===== src/rtl/sub4_serial_pkg.sv =====
// Shared definitions for the bit-serial arithmetic units: FSM state encoding
// and the full-subtractor borrow equation.
package sub4_serial_pkg;

    typedef enum logic [1:0] {
        IDLE = 2'b00,
        RUN  = 2'b01,
        DONE = 2'b10
    } state_t;

    // Borrow out of a single full-subtractor stage computing a - b - bin.
    function automatic logic fs_borrow(input logic a, input logic b, input logic bin);
        return (~a & b) | (~a & bin) | (b & bin);
    endfunction

endpackage


===== src/rtl/sub4_serial_sub_cell.sv =====
// Combinational full-subtractor cell: d = a - b - bin (one bit), bout = borrow out.
module sub_cell
    import sub4_serial_pkg::*;
(
    input  logic a,
    input  logic b,
    input  logic bin,
    output logic d,
    output logic bout
);

    assign d    = a ^ b ^ bin;
    assign bout = fs_borrow(a, b, bin);

endmodule


===== src/rtl/sub4_serial.sv =====
// Bit-serial subtractor computing a - b LSB first over WIDTH cycles with
// valid/ready handshakes. Optional signed-overflow output under SUB4_SERIAL_OVF_EN.
module sub4_serial
    import sub4_serial_pkg::*;
#(
    parameter int WIDTH = 4
) (
    input  logic             clk,
    input  logic             rst,
    input  logic             in_valid,
    output logic             in_ready,
    input  logic [WIDTH-1:0] a,
    input  logic [WIDTH-1:0] b,
    output logic [WIDTH-1:0] diff,
    output logic             borrow,
    output logic             out_valid,
    input  logic             out_ready
`ifdef SUB4_SERIAL_OVF_EN
    ,
    output logic             ovf
`endif
);

    localparam int CW = $clog2(WIDTH);
    localparam logic [CW-1:0] LAST = CW'(WIDTH - 1);

    state_t          state;
    logic [CW-1:0]   cnt;
    logic [WIDTH-1:0] a_sh;
    logic [WIDTH-1:0] b_sh;
    logic            bin;
    logic            d_bit;
    logic            bout_bit;
    logic            accept;
    logic            step;
    logic            last;

    sub_cell u_cell (
        .a    (a_sh[0]),
        .b    (b_sh[0]),
        .bin  (bin),
        .d    (d_bit),
        .bout (bout_bit)
    );

    assign in_ready  = (state == IDLE);
    assign out_valid = (state == DONE);
    assign accept    = in_valid && (state == IDLE);
    assign step      = (state == RUN);
    assign last      = step && (cnt == LAST);

    // Control: FSM state and bit counter
    always_ff @(posedge clk) begin
        if (rst) begin
            state <= IDLE;
            cnt   <= '0;
        end else begin
            case (state)
                IDLE: begin
                    if (in_valid) begin
                        cnt   <= '0;
                        state <= RUN;
                    end
                end
                RUN: begin
                    if (cnt == LAST) begin
                        state <= DONE;
                    end else begin
                        cnt <= cnt + 1'b1;
                    end
                end
                DONE: begin
                    if (out_ready) begin
                        state <= IDLE;
                    end
                end
                default: state <= IDLE;
            endcase
        end
    end

    // Operand shift registers and running borrow; no reset needed since
    // they are always reloaded on accept before being consumed.
    always_ff @(posedge clk) begin
        if (accept) begin
            a_sh <= a;
            b_sh <= b;
            bin  <= 1'b0;
        end else if (step) begin
            a_sh <= {1'b0, a_sh[WIDTH-1:1]};
            b_sh <= {1'b0, b_sh[WIDTH-1:1]};
            bin  <= bout_bit;
        end
    end

    // Result: difference bits enter at the MSB so the word is LSB-aligned
    // after the final shift; diff is frozen once DONE is reached.
    always_ff @(posedge clk) begin
        if (rst) begin
            diff   <= '0;
            borrow <= 1'b0;
        end else if (step) begin
            diff <= {d_bit, diff[WIDTH-1:1]};
            if (last) begin
                borrow <= bout_bit;
            end
        end
    end

`ifdef SUB4_SERIAL_OVF_EN
    // On the last bit, a_sh[0]/b_sh[0] are the operand MSBs and d_bit is the result MSB.
    always_ff @(posedge clk) begin
        if (rst) begin
            ovf <= 1'b0;
        end else if (last) begin
            ovf <= (a_sh[0] ^ b_sh[0]) & (d_bit ^ a_sh[0]);
        end
    end
`endif

endmodule


===== config.mk =====
export PLATFORM = sky130hd
export DESIGN_NAME = sub4_serial
export DESIGN_NICKNAME = d
export VERILOG_FILES = /design/src/rtl/sub4_serial_pkg.sv /design/src/rtl/sub4_serial_sub_cell.sv /design/src/rtl/sub4_serial.sv
export SDC_FILE = /design/constraint.sdc
export NUM_CORES = 1
export LEC_CHECK = 0
export ABC_AREA = 1
export CAP_MARGIN = 10
export CORE_UTILIZATION = 47
export CTS_BUF_LIST = sky130_fd_sc_hd__clkbuf_16
export DETAILED_ROUTE_END_ITERATION = 8
export PLACE_DENSITY_LB_ADDON = 0.3
export SYNTH_ARGS = -nofsm -noshare
export SYNTH_HDL_FRONTEND = slang
export SYNTH_SLANG_ARGS = --single-unit
export TNS_END_PERCENT = 1

===== constraint.sdc =====
create_clock -name clk -period 1.6 [get_ports clk]
set_clock_uncertainty 0.2 [all_clocks]
set_input_delay 0.32 -clock clk [delete_from_list [all_inputs] [get_ports clk]]
set_output_delay 0.32 -clock clk [all_outputs]
set_load 0.1 [all_outputs]

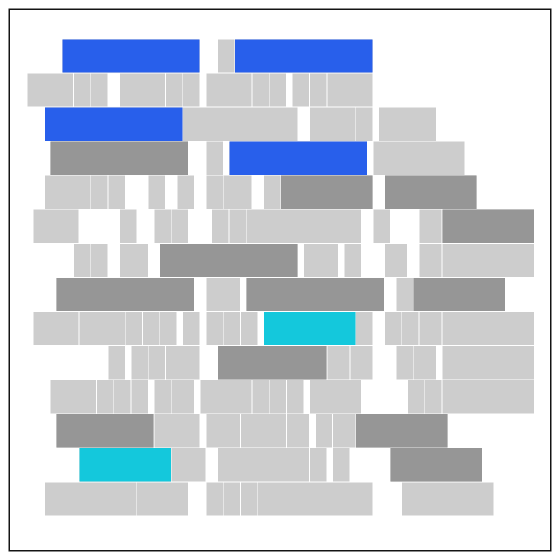
**Above:** run 1 (sequential cells grouped by signal name).
legend:
  cnt:
    color: cyan
    sequential_cells: 2
  a_sh:
    color: blue
    sequential_cells: 4
not colored: 12
Sequential Power: 0.000561 W
end-of-flow core utilization: 76.38%

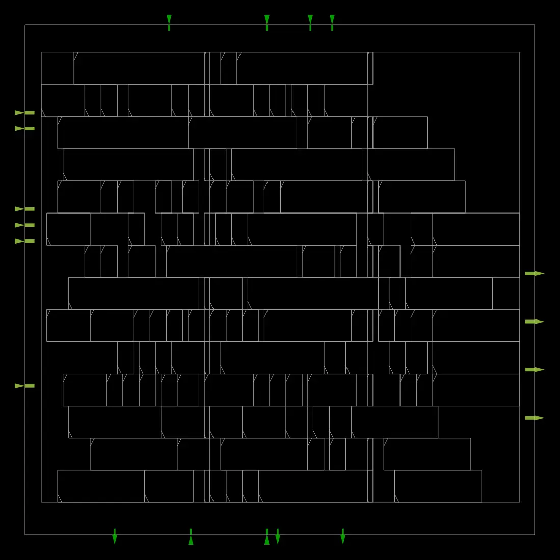
**Above:** run 1 (cell placement).
count of non-filler cells in the finished layout: 134
registers: 18
Rows: 14
Core Region: 1541 um2

==> run notes, run 1 <==
Notes from the flow run.

Critical path:
- At the worst endpoint, the arrival time is 1.04 ns.
- The run gives the dominant delay contributor by cell family on the critical path as flip-flops.
- The run gives the peak per-stage delay on the critical path as 0.34 ns.
- For reference, the critical path cell chain is buf_4 -> nor2_4 -> buf_12.

Hold path:
- The run gives the startpoint of the worst hold path as borrow.

Status:
- The flow ran to the end, and the final reports show no timing, DRC or antenna violations.

Synthesis:
- The run puts the post-synthesis xor/xnor area fraction at 0%.
- The run gives the count of yosys warnings during synthesis as 0.
- Per the synthesis report, the single largest cell type by area occupies 30.24% of cell area.
- Sorting the Yosys area breakdown by cell type puts at the top sky130_fd_sc_hd__edfxtp_1.
- The run puts the area fraction in full adders, half adders and majority gates at 4.094%.
- The run puts the synthesized instance count at 93.
- By count the netlist is led by 30 x sky130_fd_sc_hd__nand2_1, 15 x sky130_fd_sc_hd__nor2_1, 11 x sky130_fd_sc_hd__inv_1.
- The run puts the distinct cell type count of the synthesized netlist at 16.
- A synthesized cell averages ~8.5 um2.
- The run gives the simple-gate area share of the yosys netlist as 27.72%.

Power:
- In this run switching power makes up between 20% and 30% of total power.

Global route:
- The run puts the number of antenna violations at the first check in global routing at 0.

Final layout:
- The final layout contains 133 nets.
- The run gives the fill cell instance count of the final layout as 102.

Die:
- The run puts the starting density of the core at 51.54%.

Clocking:
- As reported, the later end of the worst-skew pair has a clock insertion delay of about 0.25 ns.
- The run gives the clock input transition at the sequential cells of the worst setup and hold paths as 0.05 ns.

Final timing:
- Endpoints with negative setup slack in the final report add up to 0.
- The run gives the number of slew-limit violations in the final report as 0.
- Of the available clock period, the critical path in the final layout requires 97.38%.
- The pin closest to its max-slew limit shows a slew of 0.2315 ns.

Route:
- The run gives the DRC violation count after routing as 0.
- The run puts the total number of vias at approximately 660.

Run:
- The run puts the number of OpenROAD warnings at 27.
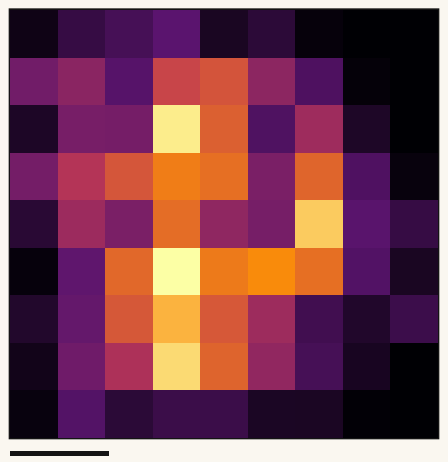
**Above:** run 1 (signal metal coverage by tile).
Bar = 10 um. The die is cut into 9 by 9 equal tiles; black is low, pale yellow is high, scaled to the fullest tile. Values are wire area over tile area, all layers added.
fullest tile: 0.48
tiles over half the peak: 25%
densest ninth of the die: center
nearly empty tiles: 12%

run 1: worst paths after layout:
path,end,slack (ns),cells after the start
worst max-delay path,out_valid,0.04,3
worst min-delay path,borrow,0.30,2
worst max register to register,a_sh[0],0.20,5
worst min register to register,borrow,0.30,2
run 1: metrics by stage:
step / instances / hold WS, ns / TNS [ns] / setup WS (ns) / util [%]
floorplan: 93 / 0.1891 / -2.799 / -0.2403 / -
global placement: 129 / 0.2732 / -0.6922 / -0.05798 / 70.45
detailed placement: 129 / 0.2843 / -1.073 / -0.07952 / 70.45
CTS: 133 / 0.3040 / 0 / 0.001091 / 75.65
global route: 134 / 0.3369 / 0 / 0.02590 / 76.38
finish: 134 / 0.3010 / 0 / 0.04187 / 76.38
run 1: worst reg2reg max path: cells and delay by family, from the launching register on:
family                 cells  cell delay, ns
DFF                        1            0.37
buffers and inverters      1            0.21
and+or+nand+nor            4            0.49
run 1: sequential cells by signal, indices dropped and copies added (netlist names):
register  count
cnt           2
b_sh          4
bin           1
diff          4
borrow        1
a_sh          4
state         2
run 1: layout make-up:
type / instances / area, um2 / area share (%)
Tap cell: 16 / 20.02 / 1.700
Clock buffer: 3 / 75.07 / 6.376
Multi-Input combinational cell: 62 / 307.8 / 26.14
Clock inverter: 1 / 3.754 / 0.3188
Inverter: 12 / 45.04 / 3.826
Sequential cell: 18 / 445.4 / 37.83
Timing Repair Buffer: 22 / 280.3 / 23.80
run 1: layout by cell type, fill, tap and decap left out:
cell type and instances:
sky130_fd_sc_hd__edfxtp_1 8, sky130_fd_sc_hd__ha_1 1, sky130_fd_sc_hd__buf_12 7, sky130_fd_sc_hd__nand3_2 1, sky130_fd_sc_hd__nand2_2 2, sky130_fd_sc_hd__dfxtp_2 1
sky130_fd_sc_hd__nor2_1 14, sky130_fd_sc_hd__clkbuf_16 3, sky130_fd_sc_hd__buf_4 4, sky130_fd_sc_hd__nand2_1 29, sky130_fd_sc_hd__dfxtp_1 8, sky130_fd_sc_hd__nand3b_1 1
sky130_fd_sc_hd__o21ai_0 4, sky130_fd_sc_hd__clkdlybuf4s50_1 11, sky130_fd_sc_hd__nand3_1 1, sky130_fd_sc_hd__inv_1 10, sky130_fd_sc_hd__dfxtp_4 1, sky130_fd_sc_hd__inv_2 2
sky130_fd_sc_hd__clkinv_1 1, sky130_fd_sc_hd__nor2_4 3, sky130_fd_sc_hd__fa_1 1, sky130_fd_sc_hd__a21oi_1 5
run 1: timing repair:
item | CTS | global route
resized | 1 | 3
endpoints found under the setup margin | 1 | 1
setup buffers | 0 | 1
pin swaps | 0 | 1
run 1: power groups by stage:
stage	logic [W]	clock network [W]	registers, W
finish	0.000287	0.000504	0.000561
floorplan	0.000111	0	0.000628
global route	0.000309	0.000531	0.000566
CTS	0.000289	0.000507	0.000562
detailed placement	0.000282	0	0.000570
global placement	0.000273	0	0.000567
run 1: cell families after synthesis:
family          after synthesis
compound gates                9
flops                        18
fa+ha+maj                     2
buf+inv                      13
simple gates                 51
run 1: metal layers:
layer / wire length [um] / GRT usage [%] / part of all wire (%)
met5: 0 / 0 / 0
met4: 68 / 15.15 / 3.9
met3: 67 / 5.106 / 3.9
met2: 888 / 36.12 / 51
met1: 701 / 25.54 / 41
==> inputs of run 2 (changes only) <==
--- a/config.mk
+++ b/config.mk
@@ -11,6 +11,7 @@
 export CTS_BUF_LIST = sky130_fd_sc_hd__clkbuf_16
 export DETAILED_ROUTE_END_ITERATION = 8
 export PLACE_DENSITY_LB_ADDON = 0.3
+export SKIP_CTS_REPAIR_TIMING = 1
 export SYNTH_ARGS = -nofsm -noshare
 export SYNTH_HDL_FRONTEND = slang
 export SYNTH_SLANG_ARGS = --single-unit
==> run 2 against run 1 <==
First-iteration DRC count increased by 25%. Maximum frequency increased by 0.18%. Largest power group unchanged. Routed wire length increased by 0.99%. Largest cell class unchanged. Non-clock buffer count unchanged.
==> run notes, run 2 <==
Notes from the flow run.

Final timing:
- The run puts the share of the clock period used by the worst path at 97.20% (-0.18 points).
- The run puts the setup-violating endpoint count in the final report at 0 (unchanged).
- The run gives the number of slew-limit violations in the final report as 0 (unchanged).
- The run puts the pin slew with the least headroom to its limit at 0.2308 ns (-0.0006598 ns).
- The run gives the setup total negative slack as 0 ns (unchanged).
- The run puts the final critical-path setup slack at 0.04474 ns (+0.002864 ns).

Final layout:
- The run gives the highest-count logic cell in the final layout as sky130_fd_sc_hd__nand2_1.
- Per the cell usage report, the commonest logic cells after layout are 29 x sky130_fd_sc_hd__nand2_1, 14 x sky130_fd_sc_hd__nor2_1, 11 x sky130_fd_sc_hd__clkdlybuf4s50_1, 10 x sky130_fd_sc_hd__inv_1.
- The run puts the fill cell instance count of the final layout at 103 (+0.98%).
- In the final layout, the registers with the most flip-flops are a_sh (4), b_sh (4), diff (4).

Die:
- The starting density of the core was 51.54% (unchanged).
- The run puts the placeable core region at 1541 um2 (unchanged).
- The run gives the number of placement rows as 14 (unchanged).

Route:
- The run puts the total number of vias at 679 (+2.9%).
- The run puts the DRC violation count after routing at 0 (unchanged).

Synthesis:
- The run puts the mean area per synthesized cell at 8.543 um2 (unchanged).
- The synthesized instance count is 93 (unchanged).
- Sorting the Yosys area breakdown by cell type puts at the top sky130_fd_sc_hd__edfxtp_1.
- The run gives the distinct cell type count of the synthesized netlist as 16 (unchanged).
- By count the netlist is led by 30 x sky130_fd_sc_hd__nand2_1, 15 x sky130_fd_sc_hd__nor2_1, 11 x sky130_fd_sc_hd__inv_1.
- The count of yosys warnings during synthesis is 0 (unchanged).

Global route:
- The via count of the first global-routing pass is between 600 and 700.
- The run gives the number of antenna violations at the first check in global routing as 0 (unchanged).

Run:
- The number of OpenROAD warnings came to 27 (unchanged).

Placement:
- The run puts the minimum setup slack after placement at -0.07952 ns (unchanged).

Critical path:
- Per STA, the worst path accumulates the most delay in the family flip-flops.
- The run puts the peak per-stage delay on the critical path at 0.34 ns (about the same).
- The critical path goes through buf_4 -> nor2_4 -> buf_12.

Clocking:
- The run puts the source-to-sink clock delay at the later pin of the worst-skew pair at 0.25 ns (about the same).
- The clock input transition at the sequential cells of the worst setup and hold paths came to 0.05 ns (about the same).

Status:
- The run finished with clean final reports.
==> run 2: cell counts in the layout (fill, tap and decap cells not counted) <==
No cell type changed its count.
==> run 2: stage by stage <==
stage	total power, W	utilization (%)	std cells	hold WS (ns)
floorplan	0.0007391	-	93	0.1891
global placement	0.0008392	70.45	129	0.2732
detailed placement	0.0008511	70.45	129	0.2843
CTS	0.001358	75.57	133	0.3040
global route	0.001407	76.38	134	0.3369
finish	0.001353	76.38	134	0.3079
==> run 2: final timing paths <==
kind	from	cells after the start	slack (ns)	end
setup / recovery	state[0]	3	0.04	out_valid
hold / removal	borrow	2	0.31	borrow
setup reg to reg	state[1]	5	0.20	a_sh[0]
hold reg to reg	borrow	2	0.31	borrow
==> run 2: cells by family after synthesis <==
group / synth area share [%]
AOI/OAI and AO/OA: 5.669
adders and majority gates: 4.094
buffers and inverters: 7.086
DFF: 55.43
and+or+nand+nor: 27.72
==> run 2: power breakdown <==
group | total [W] | switching (W) | leakage, nW | internal [W]
sequential | 0.000561 | 0.0000285 | 0.164 | 0.000532
combinational | 0.000288 | 0.000175 | 0.327 | 0.000113
clock | 0.000504 | 0.000172 | 0.0385 | 0.000333
total | 0.00135 | 0.000375 | 0.530 | 0.000978
==> run 2: cell type report <==
type | count | area [um2] | area share, %
flip-flops and latches | 18 | 445.4 | 37.83
multi-input cells | 62 | 307.8 | 26.14
repair buffers | 22 | 280.3 | 23.80
clock buffers | 3 | 75.07 | 6.376
inverters | 12 | 45.04 | 3.826
well taps | 16 | 20.02 | 1.700
clock inverters | 1 | 3.754 | 0.3188
==> run 2: per-layer routing <==
metal | part of all wire (%) | wire [um] | up-vias | global-route usage, %
li1 | - | - | 342 | -
met1 | 39 | 685 | 301 | 25.54
met2 | 50 | 874 | 25 | 36.12
met3 | 5.3 | 92 | 11 | 5.106
met4 | 5.1 | 89 | 0 | 15.15
met5 | 0 | 0 | - | 0
==> run 2: tightest hold or removal path, delay by kind of cell, from the launching register on <==
family | cells | cell delay (ns)
AOI/OAI and AO/OA | 1 | 0.05
and+or+nand+nor | 1 | 0.07
DFF | 1 | 0.33
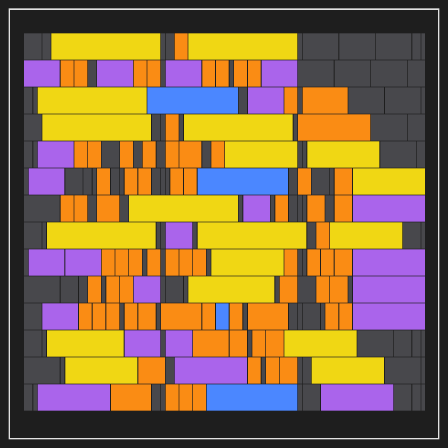
**Above:** run 2 (placement by cell class).
Fill, decap, tap and diode cells in gray.
legend:
  combinational and other logic:
    color: orange
    cells: 74
    share_of_their_area: 30%
  sequential cells:
    color: yellow
    cells: 18
    share_of_their_area: 38%
  clock drivers and dummy loads:
    color: blue
    cells: 4
    share_of_their_area: 6.8%
  remaining buffers and delay cells:
    color: purple
    cells: 22
    share_of_their_area: 24%
proportion of cell area occupied by registers: 37.83%
Finished Cell Area: 1177 um2

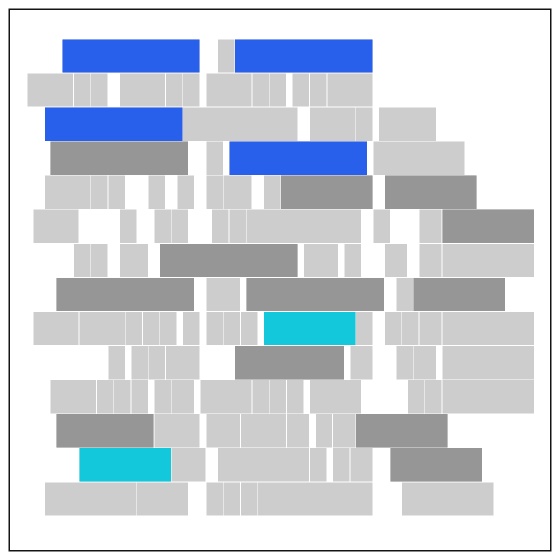
**Above:** run 2 (sequential cells grouped by signal name).
legend:
  cnt:
    color: cyan
    sequential_cells: 2
  a_sh:
    color: blue
    sequential_cells: 4
not colored: 12

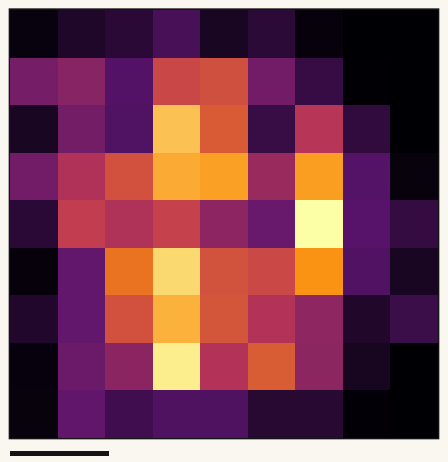
**Above:** run 2 (signal metal coverage by tile).
Bar = 10 um. The die is cut into 9 by 9 equal tiles; black is low, pale yellow is high, scaled to the fullest tile. Values are wire area over tile area, all layers added.
fullest tile: 0.49
emptiest ninth of the die: north-east
mean over tiles: 0.16
tiles over half the peak: 26%
densest ninth of the die: center

==> inputs of run 3 (changes only) <==
--- a/config.mk
+++ b/config.mk
@@ -6,7 +6,6 @@
 export NUM_CORES = 1
 export LEC_CHECK = 0
 export ABC_AREA = 1
-export CAP_MARGIN = 10
 export CORE_UTILIZATION = 47
 export CTS_BUF_LIST = sky130_fd_sc_hd__clkbuf_16
 export DETAILED_ROUTE_END_ITERATION = 8
==> run 3 against run 2 <==
Combinational power barely moved. Core utilization did not move. Clock power barely moved. Setup slack did not move. Sequential cell count did not move. Total power did not move. Synthesized cell count did not move. Hold slack did not move. Routed wire length did not move. Critical endpoint unchanged.
==> run notes, run 3 <==
Notes from the flow run.

Final timing:
- The worst hold slack is 0.3079 ns (unchanged).
- The run gives the pin slew with the least headroom to its limit as 0.2308 ns (unchanged).
- The number of slew-limit violations in the final report was 0 (unchanged).

Synthesis:
- The synthesized instance count was 93 (unchanged).
- The run gives the distinct cell type count of the synthesized netlist as 16 (unchanged).
- The run puts the complex-gate fraction of the synthesized area at 5.669% (unchanged).
- The synthesized design spends more area on one cell type than any other, namely sky130_fd_sc_hd__edfxtp_1.
- The run gives the simple-gate area share of the yosys netlist as 27.72% (unchanged).

Status:
- The flow ran to the end, and the final reports show no timing, DRC or antenna violations.

Die:
- The run gives the placeable core region as 1541 um2 (unchanged).
- The number of placement rows came to 14 (unchanged).
- The run gives the starting density of the core as 51.54% (unchanged).

Power:
- The proportion of power drawn by the clock network was 37.3% (about the same).
- The relative contribution of sequential cells to total power came to 41.4% (about the same).
- The run gives the cell-internal power as 0.0009780 W (unchanged).
- The run puts the power spent charging and discharging nets at 0.0003748 W (unchanged).

Route:
- The DRC violation count after routing was 0 (unchanged).

Global route:
- The run gives the number of antenna violations at the first check in global routing as 0 (unchanged).
- The run gives the via count of the first global-routing pass as 664 (unchanged).

Final layout:
- The top cell types in the final layout, fill and taps aside, are 29 x sky130_fd_sc_hd__nand2_1, 14 x sky130_fd_sc_hd__nor2_1, 11 x sky130_fd_sc_hd__clkdlybuf4s50_1, 10 x sky130_fd_sc_hd__inv_1.
- The largest registers in the layout are a_sh (4), b_sh (4), diff (4).
- The share of the core filled with cells came to 76.38% (unchanged).

Critical path:
- The run gives the dominant delay contributor by cell family on the critical path as flip-flops.
- The cell count of the worst reg-to-reg path was 5 (unchanged).

Run:
- The run puts the number of OpenROAD warnings at 27 (unchanged).

Hold path:
- The run gives the number of cells on the worst hold path as 2 (unchanged).
-- run 3: cell counts after synthesis --
No cell type changed its count.
-- run 3: worst reg2reg max path, cell delays in order (launching register included) --
cell,delay [ns]
sky130_fd_sc_hd__dfxtp_4,0.37
sky130_fd_sc_hd__nor2_4,0.15
sky130_fd_sc_hd__nand2_2,0.15
sky130_fd_sc_hd__inv_1,0.21
sky130_fd_sc_hd__nand2_1,0.10
sky130_fd_sc_hd__nand2_1,0.09
-- run 3: final timing paths --
kind,startpoint,to
worst min register to register,borrow,borrow
worst max-delay path,state[0],out_valid
worst min-delay path,borrow,borrow
worst max register to register,state[1],a_sh[0]
-- run 3: metal layers --
metal / wire length [um] / up-vias / track usage (%)
met4: 89 / 0 / 15.15
met5: 0 / - / 0
met1: 685 / 301 / 25.54
met2: 874 / 25 / 36.12
li1: - / 342 / -
met3: 92 / 11 / 5.106
-- run 3: kinds of logic (layout without fill, tap and decap cells) --
kind of cell    after synthesis  after routing
fa+ha+maj                     2              2
flops                        18             18
compound gates                9              9
buf+inv                      13             38
simple gates                 51             51
-- run 3: power groups by stage --
stage	sequential, W	combinational, W	clock [W]
finish	0.000561	0.000288	0.000504
global route	0.000566	0.000310	0.000531
CTS	0.000562	0.000289	0.000507
detailed placement	0.000570	0.000282	0
global placement	0.000567	0.000273	0
floorplan	0.000628	0.000111	0
-- run 3: layout make-up --
| class | count | area [um2] |
|---|---|---|
| Tap cell | 16 | 20.02 |
| Clock buffer | 3 | 75.07 |
| Sequential cell | 18 | 445.4 |
| Timing Repair Buffer | 22 | 280.3 |
| Multi-Input combinational cell | 62 | 307.8 |
| Fill cell | 103 | 364.1 |
| Clock inverter | 1 | 3.754 |
| Inverter | 12 | 45.04 |
-- run 3: through the flow --
step / setup WS (ns) / power [W] / area [um2] / instances / setup TNS, ns
6_report: 0.04474 / 0.001353 / 1177 / 134 / 0
5_1_grt: 0.02587 / 0.001407 / 1177 / 134 / 0
4_1_cts: -0.1070 / 0.001358 / 1165 / 133 / -0.1070
2_1_floorplan: -0.2403 / 0.0007391 / 804.5 / 93 / -2.799
3_5_place_dp: -0.07952 / 0.0008511 / 1086 / 129 / -1.073
3_3_place_gp: -0.05798 / 0.0008392 / 1086 / 129 / -0.6922
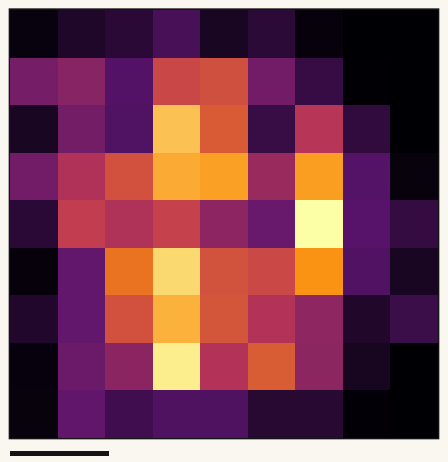
**Above:** run 3 (signal metal coverage by tile).
Bar = 10 um. The die is cut into 9 by 9 equal tiles; black is low, pale yellow is high, scaled to the fullest tile. Values are wire area over tile area, all layers added.
fullest tile: 0.49
nearly empty tiles: 14%
tiles over half the peak: 26%
mean over tiles: 0.16
densest ninth of the die: center
wire length reported by the detailed router: 1.742 mm
overall track demand over capacity in global routing: 22.24%
Wirelength per Cell: 13.00 um
total via count after detailed routing: 679

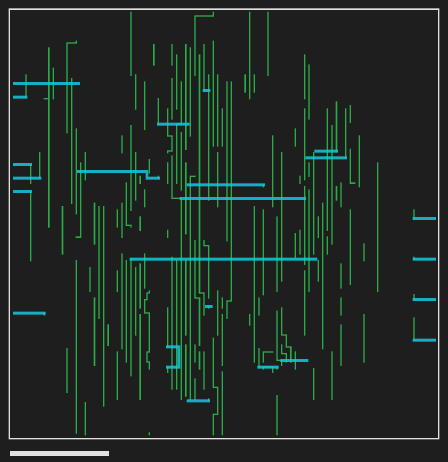
**Above:** run 3 (signal wires by layer).
Bar = 10 um. Only two layers are drawn.
legend:
  metal 2:
    color: green
    wire_length: 875 um
  metal 3:
    color: cyan
    wire_length: 92.2 um

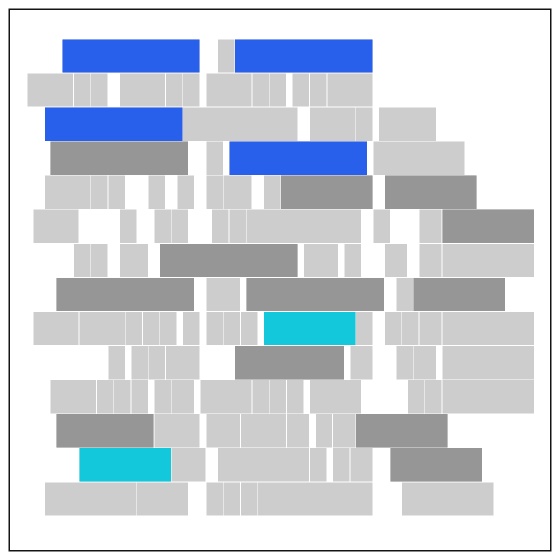
**Above:** run 3 (sequential cells grouped by signal name).
legend:
  a_sh:
    color: blue
    sequential_cells: 4
  cnt:
    color: cyan
    sequential_cells: 2
combined flip-flop and latch cell area: 445.4 um2

Power figures rest on the tool's default switching activity, not on a simulated workload.
